[src/rtl/pnser_sched_if.sv]
// Bundle of the requester-side and serializer-side signals of pnser_sched.
// The scheduler sits on the slave modport; clients plus the pnser drive the master side.
interface pnser_sched_if #(
  parameter int N = 4
);
  logic [N-1:0]   req_i;
  logic [32*N-1:0] dat_i;
  logic [5*N-1:0] len_i;
  logic [N-1:0]   gnt_o;
  logic [N-1:0]   done_o;
  logic           err_o;
  logic           busy_o;
  logic [31:0]    ser_rnd_o;
  logic [4:0]     ser_len_o;
  logic           ser_rst_o;
  logic           ser_ack_i;

  modport slave (
    input  req_i, dat_i, len_i, ser_ack_i,
    output gnt_o, done_o, err_o, busy_o, ser_rnd_o, ser_len_o, ser_rst_o
  );

  modport master (
    output req_i, dat_i, len_i, ser_ack_i,
    input  gnt_o, done_o, err_o, busy_o, ser_rnd_o, ser_len_o, ser_rst_o
  );
endinterface

[src/rtl/pnser_sched.sv]
// Round-robin scheduler that time-shares one pnser serializer between N clients.
// A job captures the owner's word/length, holds the serializer in reset briefly,
// releases it, waits for ack (or times out) and pulses done/err back to the owner.
module pnser_sched #(
  parameter int N       = 4,
  parameter int RST_CYC = 2,
  parameter int TO_CYC  = 64
) (
  input  logic         clk_i,
  input  logic         rst_i,
  pnser_sched_if.slave bus
);

  localparam int PW  = (N > 1) ? $clog2(N) : 1;
  localparam int NP  = 2 ** PW;
  localparam int CW  = $clog2(TO_CYC);
  localparam int LCW = (RST_CYC > 0) ? $clog2(RST_CYC + 1) : 1;

  typedef enum logic [1:0] {IDLE, LOAD, RUN, DONE} state_t;

  state_t          state_reg;
  logic [PW-1:0]   ptr_reg;
  logic [N-1:0]    gnt_reg;
  logic [N-1:0]    done_reg;
  logic            err_reg;
  logic [31:0]     rnd_reg;
  logic [4:0]      len_reg;
  logic            ser_rst_reg;
  logic [CW-1:0]   cnt_reg;
  logic [LCW-1:0]  ld_cnt_reg;

  // Per-requester views of the packed word/length buses, padded to a power of two
  // so the winner index can never select outside the array.
  logic [31:0] dat_arr [NP];
  logic [4:0]  len_arr [NP];

  genvar gi;
  generate
    for (gi = 0; gi < NP; gi++) begin : g_slice
      if (gi < N) begin : g_real
        assign dat_arr[gi] = bus.dat_i[32*gi +: 32];
        assign len_arr[gi] = bus.len_i[5*gi +: 5];
      end else begin : g_pad
        assign dat_arr[gi] = '0;
        assign len_arr[gi] = '0;
      end
    end
  endgenerate

  logic [PW-1:0] win_idx;
  logic [N-1:0]  win_oh;
  logic [31:0]   win_dat;
  logic [4:0]    win_len;
  logic          any_req;

  // Round-robin pick: scan downward so the last hit is the first set bit after ptr.
  always_comb begin
    int k;
    logic [PW-1:0] kk;
    k       = 0;
    kk      = '0;
    win_idx = '0;
    for (int i = N; i >= 1; i--) begin
      k = int'(ptr_reg) + i;
      if (k >= N) k = k - N;
      kk = PW'(k);
      if (bus.req_i[kk]) win_idx = kk;
    end
  end

  assign any_req = |bus.req_i;
  assign win_oh  = N'(1) << win_idx;
  assign win_dat = dat_arr[win_idx];
  assign win_len = len_arr[win_idx];

  // Job sequencer: all outputs are registered and change on state transitions.
  // The grant cycle lets the captured word settle before the RST_CYC strobe cycles,
  // so the serializer leaves reset 1+RST_CYC cycles after gnt_o rises.
  always_ff @(posedge clk_i) begin
    if (rst_i) begin
      state_reg   <= IDLE;
      ptr_reg     <= PW'(N - 1);
      gnt_reg     <= '0;
      done_reg    <= '0;
      err_reg     <= 1'b0;
      rnd_reg     <= '0;
      len_reg     <= '0;
      ser_rst_reg <= 1'b1;
      cnt_reg     <= '0;
      ld_cnt_reg  <= '0;
    end else begin
      done_reg <= '0;
      err_reg  <= 1'b0;
      case (state_reg)
        IDLE: begin
          if (any_req) begin
            gnt_reg    <= win_oh;
            rnd_reg    <= win_dat;
            len_reg    <= win_len;
            ptr_reg    <= win_idx;
            ld_cnt_reg <= '0;
            cnt_reg    <= '0;
            if (win_len == 5'd0) begin
              // Nothing to serialize: skip straight to an error completion.
              state_reg <= DONE;
              done_reg  <= win_oh;
              err_reg   <= 1'b1;
            end else begin
              state_reg <= LOAD;
            end
          end
        end
        LOAD: begin
          if (ld_cnt_reg == LCW'(RST_CYC)) begin
            state_reg   <= RUN;
            ser_rst_reg <= 1'b0;
          end else begin
            ld_cnt_reg <= ld_cnt_reg + 1'b1;
          end
        end
        RUN: begin
          cnt_reg <= cnt_reg + 1'b1;
          if (bus.ser_ack_i) begin
            state_reg   <= DONE;
            done_reg    <= gnt_reg;
            ser_rst_reg <= 1'b1;
          end else if (cnt_reg == CW'(TO_CYC - 1)) begin
            state_reg   <= DONE;
            done_reg    <= gnt_reg;
            err_reg     <= 1'b1;
            ser_rst_reg <= 1'b1;
          end
        end
        DONE: begin
          gnt_reg   <= '0;
          cnt_reg   <= '0;
          state_reg <= IDLE;
        end
        default: begin
          state_reg   <= IDLE;
          gnt_reg     <= '0;
          ser_rst_reg <= 1'b1;
        end
      endcase
    end
  end

  assign bus.gnt_o     = gnt_reg;
  assign bus.done_o    = done_reg;
  assign bus.err_o     = err_reg;
  assign bus.busy_o    = (state_reg != IDLE);
  assign bus.ser_rnd_o = rnd_reg;
  assign bus.ser_len_o = len_reg;
  assign bus.ser_rst_o = ser_rst_reg;

endmodule

[src/flat_wrapper.sv]
// flat-port wrapper written by rule: the top's interface ports become plain ports
module pnser_sched_flat 
#(
  parameter int N       = 4,
  parameter int RST_CYC = 2,
  parameter int TO_CYC  = 64
)
  (clk_i, rst_i, bus_req_i, bus_dat_i, bus_len_i, bus_ser_ack_i, bus_gnt_o, bus_done_o, bus_err_o, bus_busy_o, bus_ser_rnd_o, bus_ser_len_o, bus_ser_rst_o);
  pnser_sched_if #(.N(N)) bus_i ();
  input  logic clk_i;
  input  logic rst_i;
  input wire logic [$bits(bus_i.req_i)-1:0] bus_req_i;
  input wire logic [$bits(bus_i.dat_i)-1:0] bus_dat_i;
  input wire logic [$bits(bus_i.len_i)-1:0] bus_len_i;
  input wire logic [$bits(bus_i.ser_ack_i)-1:0] bus_ser_ack_i;
  output wire logic [$bits(bus_i.gnt_o)-1:0] bus_gnt_o;
  output wire logic [$bits(bus_i.done_o)-1:0] bus_done_o;
  output wire logic [$bits(bus_i.err_o)-1:0] bus_err_o;
  output wire logic [$bits(bus_i.busy_o)-1:0] bus_busy_o;
  output wire logic [$bits(bus_i.ser_rnd_o)-1:0] bus_ser_rnd_o;
  output wire logic [$bits(bus_i.ser_len_o)-1:0] bus_ser_len_o;
  output wire logic [$bits(bus_i.ser_rst_o)-1:0] bus_ser_rst_o;
  assign bus_i.req_i = bus_req_i;
  assign bus_i.dat_i = bus_dat_i;
  assign bus_i.len_i = bus_len_i;
  assign bus_i.ser_ack_i = bus_ser_ack_i;
  assign bus_gnt_o = bus_i.gnt_o;
  assign bus_done_o = bus_i.done_o;
  assign bus_err_o = bus_i.err_o;
  assign bus_busy_o = bus_i.busy_o;
  assign bus_ser_rnd_o = bus_i.ser_rnd_o;
  assign bus_ser_len_o = bus_i.ser_len_o;
  assign bus_ser_rst_o = bus_i.ser_rst_o;
  pnser_sched #(.N(N), .RST_CYC(RST_CYC), .TO_CYC(TO_CYC)) u_core (.clk_i(clk_i), .rst_i(rst_i), .bus(bus_i));
endmodule
[config.mk]
export PLATFORM = sky130hd
export DESIGN_NAME = pnser_sched_flat
export DESIGN_NICKNAME = d
export VERILOG_FILES = /design/src/rtl/pnser_sched_if.sv /design/src/rtl/pnser_sched.sv /design/src/flat_wrapper.sv
export SDC_FILE = /design/constraint.sdc
export NUM_CORES = 1
export LEC_CHECK = 0
export ABC_AREA = 1
export ABC_CLOCK_PERIOD_IN_PS = 5800
export CELL_PAD_IN_SITES_DETAIL_PLACEMENT = 2
export CELL_PAD_IN_SITES_GLOBAL_PLACEMENT = 2
export CORE_UTILIZATION = 20
export DETAILED_ROUTE_END_ITERATION = 7
export PLACE_DENSITY_LB_ADDON = 0.1
export RECOVER_POWER = 50
export SLEW_MARGIN = 20
export SYNTH_ARGS = -nofsm -noshare
export SYNTH_HDL_FRONTEND = slang
export SYNTH_SLANG_ARGS = --single-unit
export TNS_END_PERCENT = 1
[constraint.sdc]
create_clock -name clk_i -period 5.8 [get_ports clk_i]
set_input_delay 0.58 -clock clk_i [delete_from_list [all_inputs] [get_ports clk_i]]
set_output_delay 0.58 -clock clk_i [all_outputs]
set_load 0.05 [all_outputs]
==> run notes, run 1 <==
Observations from the implementation run.

Setup path:
- Per the timing report, the most critical flop-to-flop path originates at u_core.ptr_reg[0]$_SDFFE_PP1P_.
- The run puts the depth of the most critical reg-to-reg path at 12.
- The run gives the data required time of the critical path as 6.07 ns.
- The kind of cell with the highest combined delay along the critical path is simple AND/OR/NAND/NOR gates.

Synth:
- The run puts the xor-xnor portion of the synthesized cell area at 0.00259.
- The run gives the count of mapped cells out of synthesis as 484.
- In this run, the synthesized area fraction spent on AND-OR/OR-AND gates is recorded as 0.227.
- The run gives the post-synthesis cell type with the largest instance count as nand2_1.
- Ranked by total cell area, the synthesized netlist is headed by dfxtp_1 (35%), nand2_1 (17%), a22oi_1 (6.7%).
- The synthesis report names the predominant flop master as dfxtp_1.

Clock tree:
- The run gives the H-tree depth reported by CTS as 3.
- Per the CTS log, the root buffer master is clkbuf_16.

Flow run:
- The report counts max-capacitance violations totalling 0.

Routing:
- The run gives the detailed route wirelength on metal3 as 1220 um.
- For this block, the initial DRC count from the detailed router was 85.
- The run puts the final antenna-violating net count at 0.

Floorplanning:
- The floorplan step set the die height to 132 um.
- The share of the core area taken by cells at floorplan is 0.205.
- The die is 132 um wide.

Status:
- The flow ran to the end, and the final reports show no timing, DRC or antenna violations.

Global routing:
- The run gives the overflow left after global routing as 0.

Pwr:
- In the power breakdown, the internal column shows 1.50 mW.
run 1: final cells by class:
cell class                      count  area (sq um)
Multi-Input combinational cell    364          1940
Sequential cell                    59          1180
Clock inverter                      3          15.0
Clock buffer                       12           246
Inverter                           33           131
Tap cell                          220           275
Timing Repair Buffer              206          2050
Fill cell                        1874         10700
run 1: metal layers:
metal  GRT usage  vias to the layer above
met5           0                        -
met4      0.0549                        0
met3      0.0761                       14
met2       0.355                      131
met1       0.200                     2053
li1            -                     2053
run 1: power by group through the flow:
stage                     registers [mW]  clock network (mW)  logic (mW)
after floorplan                    0.982                   0        1.19
after global placement             0.626                   0        2.23
after detailed placement           0.632                   0        2.29
after global routing               0.639               0.521        2.43
after CTS                          0.627               0.508        2.30
final                              0.621               0.487        2.22
Fig. 1: run 1, cell sizes after repair
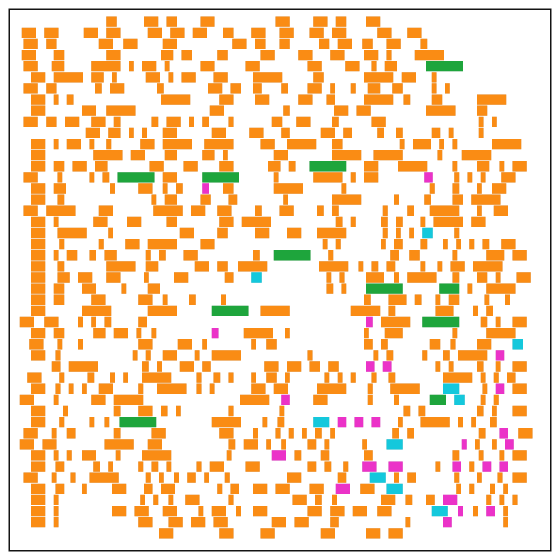
drive 3 to 4: shown in cyan, cells 10. drive 6 and up: shown in green, cells 11. drive 2: shown in magenta, cells 26. drive 1 or less: shown in orange, cells 630.
Finished Cell Area: 0.00584 sq mm
Buffers excl. clock: 206
synthesis-to-finish area growth: 72.7%
least setup slack across all paths after layout: 2.22 ns

Fig. 2: run 1, placement by cell class
Scale bar: 50 um. Fill, decap, tap and diode cells in grey.
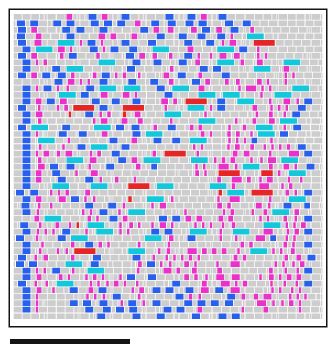
other buffers and delay cells: shown in blue, cells 206, share of their area 37%. clock drivers and dummy loads: shown in red, cells 15, share of their area 4.7%. flip-flops: shown in cyan, cells 59, share of their area 21%. all other logic: shown in magenta, cells 397, share of their area 37%.
cell row count: 47
final core utilization: 0.354
core footprint: 0.0165 sq mm
sequential share of cell area: 0.202

Fig. 3: run 1, the clock network
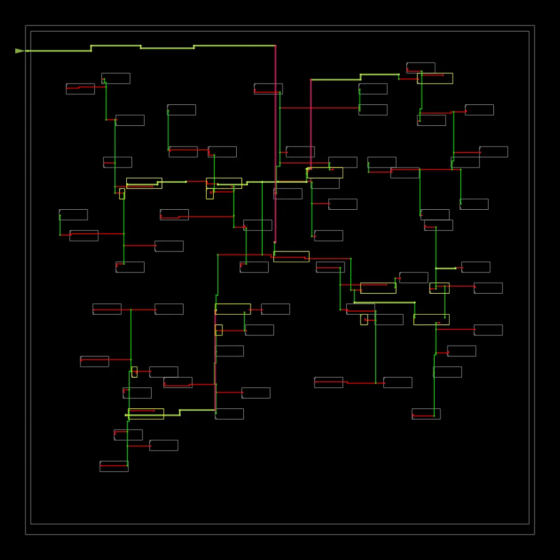
Clk Latency, worst-skew pair: 0.34 ns
sequential cell count of the final layout: 59
final clock skew: 0.00738 ns
Clock net power: 487 uW
# clock sinks: 59

==> inputs of run 2 (changes only) <==
ABC_CLOCK_PERIOD_IN_PS = 3560   (was 5800)
CORE_UTILIZATION = 19   (was 20)
clock period = 3.56 ns   (was 5.8 ns; I/O delays follow)
==> run notes, run 2 <==
Observations from the implementation run.

Status:
- The flow ran to the end, and the final reports show no timing, DRC or antenna violations.

Layout:
- After routing the design area is 0.00603 sq mm.
- The multi-input combinational cells in the finished layout cover a total of 0.00194 sq mm.
- The run gives the synthesis-to-finish area growth as 78.3%.
- The run puts the number of fillers in the final layout at 2010.
- Across the whole layout, storage elements account for 0.00118 sq mm.
- The run gives the utilization after layout as 0.348.

Global routing:
- The global routing report lists met3 layer usage as 0.0771.
- The run puts the overflow left after global routing at 0.
- The global router reports that the layer with the highest usage is met2.
- The run puts the global routing usage on met1 at 0.201.
- The run puts the global routing met2 resource utilization at 0.340.

Flow run:
- The run gives the count of maximum capacitance violations as 0.

Timing:
- The run puts the setup TNS after final layout at 0 ns.
- The run gives the worst setup margin as 0.861 ns.

Floorplanning:
- The run puts the placement row count at 48.
- The run puts the floorplan core density at 0.195.
- In this run the vertical extent of the chip is 135 um.
- The run puts the core box area at 0.0174 sq mm.
- The run puts the number of I/O pins at 203.
- The run gives the horizontal die size as 135 um.

Pwr:
- The power report attributes to the combinational group a share of 0.634.
- The run gives the cell-internal power as 2.86 mW.

Synth:
- The synthesis report lists the most area-consuming cells as dfxtp_1 (35%), nand2_1 (17%), a22oi_1 (6.7%).
- Of the total synthesized cell area, the portion taken by AND-OR and OR-AND cells is 0.227.
- The run gives the most instantiated flip-flop cell in the synthesis netlist as dfxtp_1.
- The most common cell in the synthesized netlist is nand2_1.
- The synthesis run identifies the leading combinational cell family as simple AND/OR/NAND/NOR gates.
- The run gives the count of mapped cells out of synthesis as 484.

Setup path:
- The run puts the data required time of the critical path at 3.82 ns.
- The run gives the kind of cell adding the most delay to the critical path as simple AND/OR/NAND/NOR gates.
- The run gives the beginning of the worst register-to-register path as u_core.ptr_reg[0]$_SDFFE_PP1P_.

Clock tree:
- The run gives the cell at the root of the clock tree as clkbuf_16.
- The run gives the H-tree depth reported by CTS as 3.
- The run gives the clock latency at the later pin of the worst-skew pair as 0.34 ns.

Routing:
- The run puts the final antenna-violating net count at 0.
[run 2: cell counts after synthesis]
Identical to the previous run, type by type.
[run 2: final cells by class]
class	instances	area share
Timing Repair Buffer	211	0.351
Multi-Input combinational cell	364	0.322
Sequential cell	59	0.196
Tap cell	225	0.0467
Clock buffer	12	0.0425
Inverter	33	0.0218
Clock inverter	4	0.0199
Antenna cell	1	0.000415
[run 2: power by group through the flow]
stage	combinational (mW)	clock, mW	sequential, mW
2_1_floorplan	1.93	0	1.60
3_3_place_gp	3.76	0	1.03
3_5_place_dp	3.83	0	1.04
4_1_cts	3.85	1.15	1.03
5_1_grt	4.10	1.18	1.05
6_report	3.70	1.12	1.01
Fig. 4: run 2, the clock network
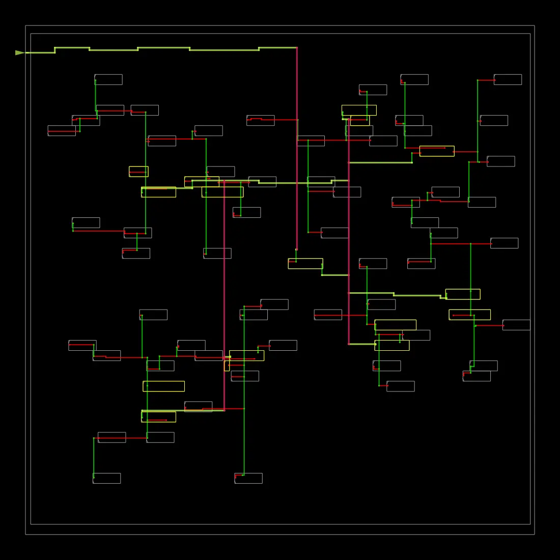
total of clock buffers placed in the layout: 12
total clock buffers created by CTS: 9
Clock net power: 1.12 mW

==> inputs of run 3 (changes only) <==
ABC_CLOCK_PERIOD_IN_PS = 2300   (was 3560)
CORE_UTILIZATION = 17   (was 19)
clock period = 2.3 ns   (was 3.56 ns; I/O delays follow)
==> run notes, run 3 <==
Observations from the implementation run.

Synth:
- The run puts the count of mapped cells out of synthesis at 484.
- The run gives the number of distinct library cells after synthesis as 33.
- The run puts the average cell area after synthesis at 6.99 sq um.
- In this run, the synthesized area fraction spent on AND-OR/OR-AND gates is recorded as 0.227.
- The synthesis report lists the most area-consuming cells as dfxtp_1 (35%), nand2_1 (17%), a22oi_1 (6.7%).
- Per the synth log, the flip-flop and latch total comes to 59.
- The run gives the most instantiated flip-flop cell in the synthesis netlist as dfxtp_1.
- The cell-mix breakdown from Yosys lists the XOR/XNOR area share as 0.00259.
- In the post-synthesis netlist, the cell with the most instances is nand2_1.
- The run gives the prevailing logic family in the synthesized netlist as simple AND/OR/NAND/NOR gates.

Clock tree:
- Clock tree synthesis selected as its root buffer the cell clkbuf_16.
- The run gives the number of sinks handled by clock tree synthesis as 59.
- The run gives the clock latency at the later pin of the worst-skew pair as 0.34 ns.
- The run puts the H-tree depth reported by CTS at 3.
- The run gives the CTS buffer count as 9.

Routing:
- The run puts the violation count after the first detailed-route iteration at 79.
- The run gives the length of routed wiring on met1 as 6830 um.
- The run gives the detailed route wirelength on metal3 as 1120 um.
- The run gives the final antenna-violating net count as 0.

Timing:
- Subtracting the final worst setup slack from the clock period gives 2.19 ns.
- The run gives the final setup skew as 0.00552 ns.
- The run puts the worst setup margin at 0.111 ns.

Pwr:
- The run puts the register share of total power at 0.151.
- Cell internal power was estimated by the tool at 5.19 mW.
- The run puts the post-layout total power at 10.3 mW.
- The power report attributes to the combinational group a share of 0.687.
- The run puts the power per standard cell area at 1570 mW/mm^2.
- The run gives the reported sequential group power as 1.55 mW.
- Looking at the group totals, the largest power group turns out to be combinational cells.
- The run gives the clock group total power as 1.67 mW.

Floorplanning:
- 203 I/O pins were placed.
- The run puts the die outline height at 143 um.
- From left edge to right edge, the die measures 143 um.
- The run puts the chip area at 0.0205 sq mm.
- The run gives the floorplan core density as 0.174.

Layout:
- The run gives the proportion of layout cells with a drive suffix above 1 as 0.150.
- The run puts the utilization after layout at 0.336.
- The repair_antennas step left the layout with diodes totalling 0.
- With fillers left out, the area of the finished cells amounts to 0.00653 sq mm.

Global routing:
- The run puts the global routing usage on met1 at 0.181.
- The run puts the met3 track demand over resource at 0.0587.
- The run gives the most congested layer reported by global routing as met2.

Setup path:
- The run gives the critical path's largest stage delay as 0.32 ns.
- Among cell families on the critical path, the largest total delay comes from simple AND/OR/NAND/NOR gates.
- The run gives the data required time of the critical path as 2.58 ns.
- The startpoint identified for the worst register-to-register timing path is u_core.ptr_reg[0]$_SDFFE_PP1P_.
- The run puts the depth of the most critical reg-to-reg path at 18.

Flow run:
- The run puts the count of maximum capacitance violations at 0.

Status:
- The run finished with clean final reports.
==> run 3: cell counts after synthesis <==
No cell type changed its count.
==> run 3: layout make-up <==
class                           count  area [sq um]  area share
Timing Repair inverter              1          7.51     0.00115
Tap cell                          265           332      0.0508
Clock buffer                       11           233      0.0356
Clock inverter                      5           125      0.0192
Sequential cell                    59          1180       0.181
Multi-Input combinational cell    365          2060       0.316
Inverter                           33           140      0.0215
Timing Repair Buffer              240          2450       0.375
==> run 3: repair_timing <==
action / 4_1_cts / 5_1_grt
resized: 0 / 34
setup buffers: 0 / 4
setup endpoints to repair: 0 / 17
==> run 3: worst min-delay path, delay by kind of cell (launching register included) <==
kind	cells	cell delay, ns
DFF	1	0.30
and+or+nand+nor	1	0.06
AOI/OAI and AO/OA	1	0.05
Fig. 5: run 3, M2 wires
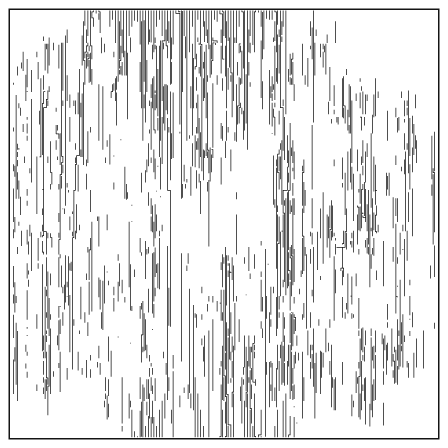
781 nets have wire on it. The longest straight run is 62.8 um. The layer carries 8820 um of wire.
final routed wirelength across all metal layers: 17200 um
global routing met2 resource utilization: 0.302
vias post-DR: 4379

Power figures rest on the tool's default switching activity, not on a simulated workload.
